===== config.mk =====
export PLATFORM = sky130hd
export DESIGN_NAME = data_mem_access_ctrl
export DESIGN_NICKNAME = d
export VERILOG_FILES = /design/src/rtl/mem_pkg.sv /design/src/rtl/mem_rr_arbiter.sv /design/src/rtl/data_mem_access_ctrl.sv
export SDC_FILE = /design/constraint.sdc
export NUM_CORES = 1
export LEC_CHECK = 0
export CELL_PAD_IN_SITES_DETAIL_PLACEMENT = 1
export CELL_PAD_IN_SITES_GLOBAL_PLACEMENT = 1
export CORE_MARGIN = 10
export CORE_UTILIZATION = 31
export CTS_BUF_LIST = sky130_fd_sc_hd__clkbuf_4 sky130_fd_sc_hd__clkbuf_8 sky130_fd_sc_hd__clkbuf_16
export CTS_CLUSTER_SIZE = 12
export DETAILED_ROUTE_END_ITERATION = 8
export GPL_ROUTABILITY_DRIVEN = 1
export PLACE_DENSITY_LB_ADDON = 0.1
export SYNTH_ARGS = -nofsm -noshare
export SYNTH_HDL_FRONTEND = slang
export SYNTH_HIERARCHICAL = 1
export SYNTH_SLANG_ARGS = --single-unit
export TNS_END_PERCENT = 5

===== constraint.sdc =====
create_clock -name clk -period 4.33 [get_ports clk]
set_input_delay 0.433 -clock clk [delete_from_list [all_inputs] [get_ports clk]]
set_output_delay 0.433 -clock clk [all_outputs]
set_load 0.02 [all_outputs]

===== src/rtl/mem_pkg.sv =====
// Shared encodings for the data-RAM access controller: access sizes, grant
// identifiers, controller state and the request legality check.
package mem_pkg;

    localparam logic [1:0] SIZE_BYTE    = 2'b00;
    localparam logic [1:0] SIZE_HALF    = 2'b01;
    localparam logic [1:0] SIZE_WORD    = 2'b10;
    localparam logic [1:0] SIZE_ILLEGAL = 2'b11;

    localparam logic GRANT_I = 1'b0;
    localparam logic GRANT_D = 1'b1;

    typedef enum logic [2:0] {
        ST_IDLE,
        ST_SETUP,
        ST_STROBE,
        ST_WAIT,
        ST_RESP,
        ST_ERR
    } state_t;

    // True when a request must be rejected without touching the RAM.
    function automatic logic access_error(input logic [1:0] size, input logic [1:0] addr_lsb);
        logic bad;
        case (size)
            SIZE_BYTE: bad = 1'b0;
            SIZE_HALF: bad = addr_lsb[0];
            SIZE_WORD: bad = |addr_lsb;
            default:   bad = 1'b1;
        endcase
        return bad;
    endfunction

endpackage


===== src/rtl/mem_rr_arbiter.sv =====
// Two-way round-robin arbiter between fetch (I) and load/store (D).
// On contention the requester that did not win last time gets the grant.
module mem_rr_arbiter
    import mem_pkg::*;
(
    input  logic clk,
    input  logic reset,
    input  logic req_i,
    input  logic req_d,
    input  logic update,
    output logic grant_d
);

    logic last_grant_reg;

    // Reset leaves I as the last winner so the first tie goes to D.
    assign grant_d = req_d && (!req_i || (last_grant_reg == GRANT_I));

    always_ff @(posedge clk or posedge reset) begin
        if (reset) begin
            last_grant_reg <= GRANT_I;
        end else if (update) begin
            last_grant_reg <= grant_d ? GRANT_D : GRANT_I;
        end
    end

endmodule


===== src/rtl/data_mem_access_ctrl.sv =====
// Shares the byte-addressed data RAM between instruction fetch and the
// load/store unit, generating a single Enable strobe with setup/hold around it.
module data_mem_access_ctrl
    import mem_pkg::*;
#(
    parameter int WAIT_CYCLES = 1,
    parameter int ADDR_W      = 9
) (
    input  logic              clk,
    input  logic              reset,
    input  logic              i_req,
    input  logic [ADDR_W-1:0] i_addr,
    output logic              i_ack,
    output logic [31:0]       i_rdata,
    output logic              i_err,
    input  logic              d_req,
    input  logic              d_we,
    input  logic [1:0]        d_size,
    input  logic              d_sext,
    input  logic [ADDR_W-1:0] d_addr,
    input  logic [31:0]       d_wdata,
    output logic              d_ack,
    output logic [31:0]       d_rdata,
    output logic              d_err,
    output logic              ram_enable,
    output logic              ram_rw,
    output logic [ADDR_W-1:0] ram_addr,
    output logic [1:0]        ram_size,
    output logic [1:0]        ram_sext,
    output logic [31:0]       ram_din,
    input  logic [31:0]       ram_dout,
    output logic              busy
);

    localparam int CNT_W = (WAIT_CYCLES > 1) ? $clog2(WAIT_CYCLES) : 1;
    localparam logic [CNT_W-1:0] CNT_LAST = CNT_W'(WAIT_CYCLES - 1);

    state_t            state_reg, state_next;
    logic [CNT_W-1:0]  wait_cnt_reg;
    logic              cap_d_reg;
    logic              cap_we_reg;
    logic [1:0]        cap_size_reg;
    logic              cap_sext_reg;
    logic [ADDR_W-1:0] cap_addr_reg;
    logic [31:0]       cap_wdata_reg;
    logic [31:0]       i_rdata_reg;
    logic [31:0]       d_rdata_reg;

    logic              grant_d;
    logic              arb_update;
    logic              sel_we;
    logic [1:0]        sel_size;
    logic              sel_sext;
    logic [ADDR_W-1:0] sel_addr;
    logic [31:0]       sel_wdata;
    logic              sel_bad;
    logic              load_rdata;

    mem_rr_arbiter u_arb (
        .clk     (clk),
        .reset   (reset),
        .req_i   (i_req),
        .req_d   (d_req),
        .update  (arb_update),
        .grant_d (grant_d)
    );

    // Fetches are forced to unsigned word reads regardless of the D-side inputs.
    always_comb begin
        arb_update = (state_reg == ST_IDLE) && (i_req || d_req);
        sel_we     = grant_d ? d_we : 1'b0;
        sel_size   = grant_d ? d_size : SIZE_WORD;
        sel_sext   = grant_d ? d_sext : 1'b0;
        sel_addr   = grant_d ? d_addr : i_addr;
        sel_wdata  = grant_d ? d_wdata : 32'd0;
        sel_bad    = access_error(sel_size, sel_addr[1:0]);
    end

    always_comb begin
        state_next = state_reg;
        load_rdata = 1'b0;
        case (state_reg)
            ST_IDLE: begin
                if (arb_update) begin
                    state_next = sel_bad ? ST_ERR : ST_SETUP;
                end
            end
            ST_SETUP:  state_next = ST_STROBE;
            ST_STROBE: state_next = ST_WAIT;
            ST_WAIT: begin
                if (wait_cnt_reg == CNT_LAST) begin
                    state_next = ST_RESP;
                    load_rdata = 1'b1;
                end
            end
            ST_RESP:  state_next = ST_IDLE;
            ST_ERR:   state_next = ST_IDLE;
            default:  state_next = ST_IDLE;
        endcase
    end

    always_ff @(posedge clk or posedge reset) begin
        if (reset) begin
            state_reg <= ST_IDLE;
        end else begin
            state_reg <= state_next;
        end
    end

    always_ff @(posedge clk or posedge reset) begin
        if (reset) begin
            wait_cnt_reg  <= '0;
            cap_d_reg     <= GRANT_I;
            cap_we_reg    <= 1'b0;
            cap_size_reg  <= 2'b00;
            cap_sext_reg  <= 1'b0;
            cap_addr_reg  <= '0;
            cap_wdata_reg <= 32'd0;
            i_rdata_reg   <= 32'd0;
            d_rdata_reg   <= 32'd0;
        end else begin
            if (state_reg == ST_WAIT) begin
                wait_cnt_reg <= wait_cnt_reg + 1'b1;
            end else begin
                wait_cnt_reg <= '0;
            end

            // Fields are frozen at grant; later input changes do not reach the RAM.
            if (arb_update) begin
                cap_d_reg     <= grant_d;
                cap_we_reg    <= sel_we;
                cap_size_reg  <= sel_size;
                cap_sext_reg  <= sel_sext;
                cap_addr_reg  <= sel_addr;
                cap_wdata_reg <= sel_wdata;
                if (sel_bad) begin
                    if (grant_d) begin
                        d_rdata_reg <= 32'd0;
                    end else begin
                        i_rdata_reg <= 32'd0;
                    end
                end
            end

            if (load_rdata) begin
                if (cap_d_reg == GRANT_D) begin
                    d_rdata_reg <= cap_we_reg ? 32'd0 : ram_dout;
                end else begin
                    i_rdata_reg <= ram_dout;
                end
            end
        end
    end

    // Enable decodes straight from the state register so reset removes it at once.
    assign ram_enable = (state_reg == ST_STROBE);
    assign ram_rw     = cap_we_reg;
    assign ram_addr   = cap_addr_reg;
    assign ram_size   = cap_size_reg;
    assign ram_sext   = {1'b0, cap_sext_reg};
    assign ram_din    = cap_wdata_reg;

    assign i_ack   = ((state_reg == ST_RESP) || (state_reg == ST_ERR)) && (cap_d_reg == GRANT_I);
    assign d_ack   = ((state_reg == ST_RESP) || (state_reg == ST_ERR)) && (cap_d_reg == GRANT_D);
    assign i_err   = (state_reg == ST_ERR) && (cap_d_reg == GRANT_I);
    assign d_err   = (state_reg == ST_ERR) && (cap_d_reg == GRANT_D);
    assign i_rdata = i_rdata_reg;
    assign d_rdata = d_rdata_reg;
    assign busy    = (state_reg != ST_IDLE);

endmodule

run_1/congestion_map.png
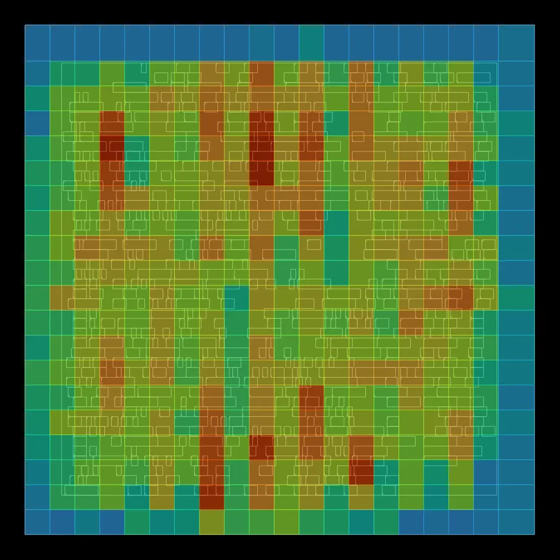
final design utilization: 0.502
wire length per cell: 20.2 um

run_1/ff_map.png
Bar = 50 um.
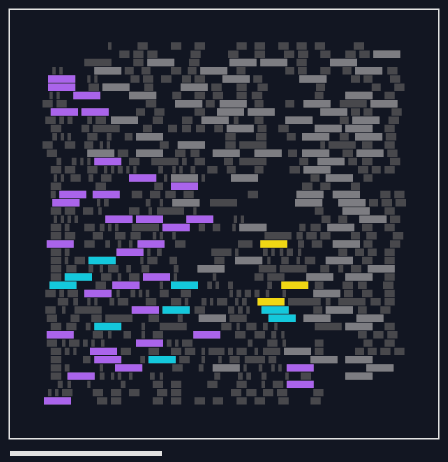
color	name in the netlist	placed flops
yellow	`state_reg`	3
cyan	`ram_addr`	9
purple	`ram_din`	32
FF/Latch Area: 2880 um^2
Seq/total area: 0.397
Seq group: 1.72 mW

==> summary.txt, run 1 <==
flow finished, numbers: Core Util at FP=0.315, compound-cell area share of the yosys netlist=0.156, Max FO, Critical Path=32, Comb pwr share=0.423, Worst path top cell family by delay=AND-OR/OR-AND gates, Yosys chip area=4540 um^2, met1 wire length=6460 um, pwr/cell area=725 nW/um^2, Setup TNS=0 ns, initial antenna violation count=1, # clk buffers=17, area delta synth->final=59.4%, count of plain and timing-repair buffers=209, met3 usage=0.0927, max cap viols=0, CTS resizes=0, instance count on the critical path=5, H-tree depth=4, flop2flop setup slack=1.97 ns, Mapped Area=4540 um^2, worst setup margin=1.89 ns, clock network area share=0.0772, vias in the first global route=4358, Die X=141 um, number of enable flip-flop cells=0, highest clock rate=410 MHz, Data buffer area share=0.287, Net count, final=679, status=complete, no violations, Multi-In Gates=241, most common logic cell in the routed design=clkdlybuf4s50_1, maximum number of pins on one net before global-route repair=71, Critical Path Sink=i_rdata[8], met2 capacity usage during global routing=0.247, core area=14400 um^2, Flop pwr share=0.326, vias per cell=4.82, Tmin final=2.44 ns, Adder Share, Synth=0, inverters=5, Final Power=5.25 mW
run_1/layers.png
Only two layers are drawn.
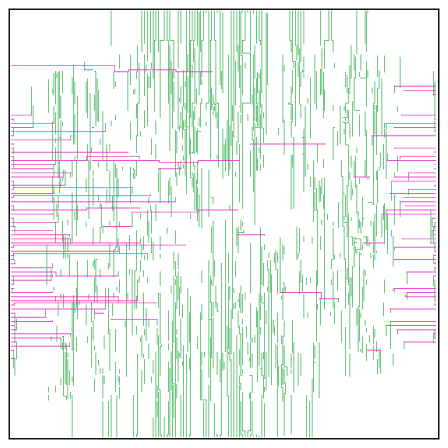
color	layer	wire length
magenta	M3	1720 um
green	M2	7600 um
Post-Route WL: 15900 um
Overall Global Routing Usage: 0.160

==> run 2, diff against run 1 <==
==> constraint.sdc (replaced) <==
create_clock -name clk -period 2.5 [get_ports clk]
set_input_delay 0.25 -clock clk [delete_from_list [all_inputs] [get_ports clk]]
set_output_delay 0.25 -clock clk [all_outputs]
set_load 0.02 [all_outputs]
run_2/ff_map.png
Bar = 50 um.
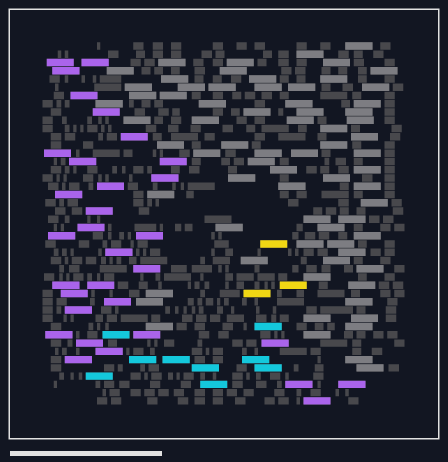
color	name in the netlist	placed flops
yellow	`state_reg`	3
cyan	`ram_addr`	9
purple	`ram_din`	32
not colored	71

==> summary.txt, run 2 <==
flow finished, numbers: highest clock rate=452 MHz, vias per cell=4.90 (+1.6%), Net Sw Frac=0.376, initial antenna violation count=0 (-1), FF-to-FF End=d_rdata[17], number of enable flip-flop cells=0 (unchanged), Max FO, Critical Path=8 (-75%), CP Data Required Time=2.25 ns, Data buffer area share=0.292 (+0.00455), pwr/cell area=1250 nW/um^2 (+73%), maximum number of pins on one net before global-route repair=58 (-18%), Max Used Layer=met4, vias in the first global route=4236 (-2.8%), flop2flop setup slack=0.46 ns (-1.51 ns), GR peak layer=met2, fraction of the cycle the final worst path needs=0.886, Die X=141 um (unchanged), Comb pwr share=0.425 (+0.002), Post-Route WL=16000 um (+0.36%), Adder Share, Synth=0 (unchanged), status=complete, no violations, Net count, final=682 (+0.44%), final design utilization=0.506 (+0.00347), clock network area share=0.0772 (about the same), P_sw=3.43 mW, H-tree depth=4 (unchanged), Flop pwr share=0.326 (about the same), Setup crit start=state_reg[1], top cells by area=dfrtp_1, a22o_1, nand2_1, nand3_1, mux2i_1, ys cells=391, met1 wire length=6810 um (+5.4%), Synth area leader=dfrtp_1, met2 capacity usage during global routing=0.249 (+0.00196), Placed Cells=757, routed length on met3=1510 um, unrepaired setup endpoints after global routing=false, Overall Global Routing Usage=0.160 (about the same), core area=14400 um^2 (unchanged), Layout fillers=1553, Yosys chip area=4540 um^2 (unchanged), most common logic cell in the routed design=clkdlybuf4s50_1, hold_buf cts=0, Seq/total area=0.395 (-0.00273), Seq group=2.98 mW (+73%), count of plain and timing-repair buffers=212 (+1.4%), CTS resizes=0 (unchanged), area delta synth->final=60.5%, Critical Path Sink=d_err, max cap viols=0 (unchanged), instance count on the critical path=3 (-2), Mapped Area=4540 um^2 (unchanged), FF/Latch Area=2880 um^2 (unchanged), most frequent cells in the layout=clkdlybuf4s50_1, dfrtp_1, nand2_1, stage-log warning count=26, inverters=5 (unchanged), Setup TNS=0 ns (unchanged), Tmin final=2.21 ns, most frequent cells after synthesis=dfrtp_1, nand2_1, a22o_1, Worst path top cell family by delay=buffers and inverters, Routed Antenna Nets=0, worst slew pin tran=0.994 ns, Multi-input gate area=1470 um^2, wire length per cell=20.3 um (+0.11%), worst setup margin=0.286 ns (-1.60 ns), Core Rows=44, Final Power=9.13 mW (+74%), Flops=115, # clk buffers=17 (unchanged), Multi-In Gates=241 (unchanged), met3 usage=0.0759 (-0.0168), top-count cell post-synth=dfrtp_1, Core Util at FP=0.315 (unchanged), compound-cell area share of the yosys netlist=0.156 (unchanged), Synth Warn #=6, Clock Path Buffers=2
run_2/port_trees.png
Bar = 50 um.
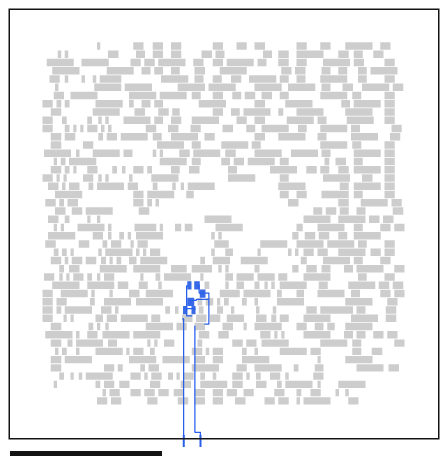
color	port	bits	direction	edge	end cells	buffers	wire
blue	`d_size`	2	input	south	6	2	118 um
IO Pins: 206
Port Buffers: 204

==> run 3, diff against run 2 <==
--- a/config.mk
+++ b/config.mk
@@ -14,6 +14,7 @@
 export DETAILED_ROUTE_END_ITERATION = 8
 export GPL_ROUTABILITY_DRIVEN = 1
 export PLACE_DENSITY_LB_ADDON = 0.1
+export SETUP_SLACK_MARGIN = 0.4
 export SYNTH_ARGS = -nofsm -noshare
 export SYNTH_HDL_FRONTEND = slang
 export SYNTH_HIERARCHICAL = 1
==> constraint.sdc (replaced) <==
create_clock -name clk -period 2.5 [get_ports clk]
set_input_delay 0.625 -clock clk [delete_from_list [all_inputs] [get_ports clk]]
set_output_delay 0.625 -clock clk [all_outputs]
set_load 0.02 [all_outputs]
run_3/congestion_map.png
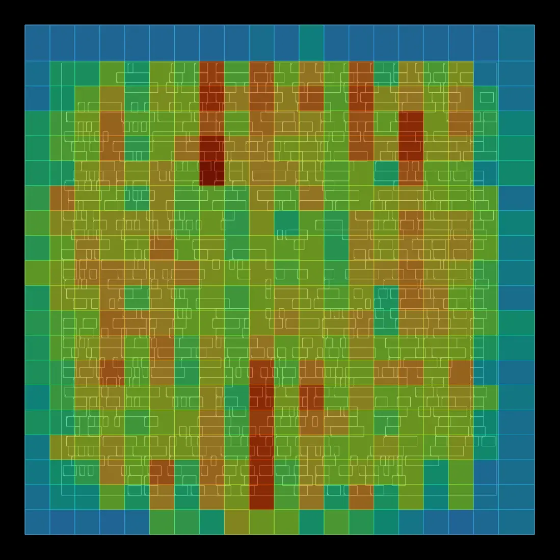
Overall Global Routing Usage: 0.167
GR peak layer: met2
met2 capacity usage during global routing: 0.264
final design utilization: 0.515

==> summary.txt, run 3 <==
flow finished, numbers: status=complete, no violations, Comb pwr share=0.422 (-0.003), most common logic cell in the routed design=clkdlybuf4s50_1, Net Sw Frac=0.367 (-0.00924), Flops=115 (unchanged), WP buf/inv=1, Comb power=3.98 mW, hold_buf cts=0 (unchanged), Layout fillers=1502 (-3.3%), fraction of the cycle the final worst path needs=0.855 (-0.0305), Data buffer area share=0.295 (+0.00364), most frequent cells in the layout=clkdlybuf4s50_1, dfrtp_1, nand2_1, Seq group=2.98 mW (about the same), # clk buffers=19 (+2), Core Util at FP=0.315 (unchanged), max_slew headroom=0.577, CP Data Required Time=1.88 ns (-0.37 ns), crit-path cells=nor3b_1, dlygate4sd2_1, number of enable flip-flop cells=0 (unchanged), P_sw=3.46 mW (+0.89%), inverters=5 (unchanged), Adder Share, Synth=0 (unchanged), compound-cell area share of the yosys netlist=0.156 (unchanged), highest clock rate=468 MHz (+3.6%), Worst setup SP type=register, Port Buffers=204 (unchanged), Critical Path Sink=ram_enable, flop2flop setup slack=0.49 ns (+0.03 ns), CP arrival=1.51 ns, Pint=5.98 mW, core area=14400 um^2 (unchanged), routed length on met3=1660 um (+10%), IO Pins=206 (unchanged), vias per cell=4.87 (-0.56%), most frequent cells after synthesis=dfrtp_1, nand2_1, a22o_1, Core Rows=44 (unchanged), Max Used Layer=met4, Flop pwr share=0.316 (-0.010), Net count, final=692 (+1.5%), Tmin final=2.14 ns (-0.0763 ns), CTS resizes=20 (+20), FF-to-FF End=i_rdata[5], Dominant cell area share=0.633, first-pass GRT wire length=26200 um, top-count cell post-synth=dfrtp_1, clock network area share=0.0816 (+0.00445), Placed Cells=765 (+1.1%), initial antenna violation count=0 (unchanged), met1 wire length=6830 um (+0.26%), worst setup margin=0.362 ns (+0.0763 ns), register area share after synthesis=0.633, Multi-input gate area=1500 um^2 (+1.7%), Worst path top cell family by delay=flip-flops, Synth Warn #=6 (unchanged), stage-log warning count=28 (+7.7%), FF/Latch Area=2880 um^2 (about the same), H-tree depth=4 (unchanged), instance count on the critical path=2 (-1), worst slew pin tran=0.633 ns (-0.361 ns), Multi-In Gates=242 (+0.41%), Seq/total area=0.388 (-0.00704), count of plain and timing-repair buffers=221 (+4.2%), top cells by area=dfrtp_1, a22o_1, nand2_1, nand3_1, mux2i_1, Clock Path Buffers=2 (unchanged), ys cells=391 (unchanged), Die X=141 um (unchanged), pwr/cell area=1270 nW/um^2 (+1.5%), met3 usage=0.0863 (+0.0104), Max FO, Critical Path=8 (unchanged)
run_3/layers.png
Only two layers are drawn.
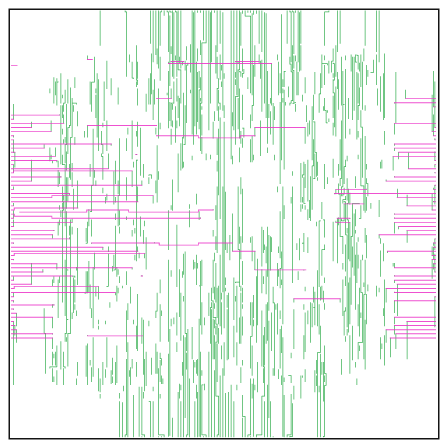
color	layer	wire length
magenta	M3	1660 um
green	M2	7910 um
wire length per cell: 20.7 um
Post-Route WL: 16600 um
routed via count: 3895

No activity file was given, so power comes from the tool's default toggle rates.
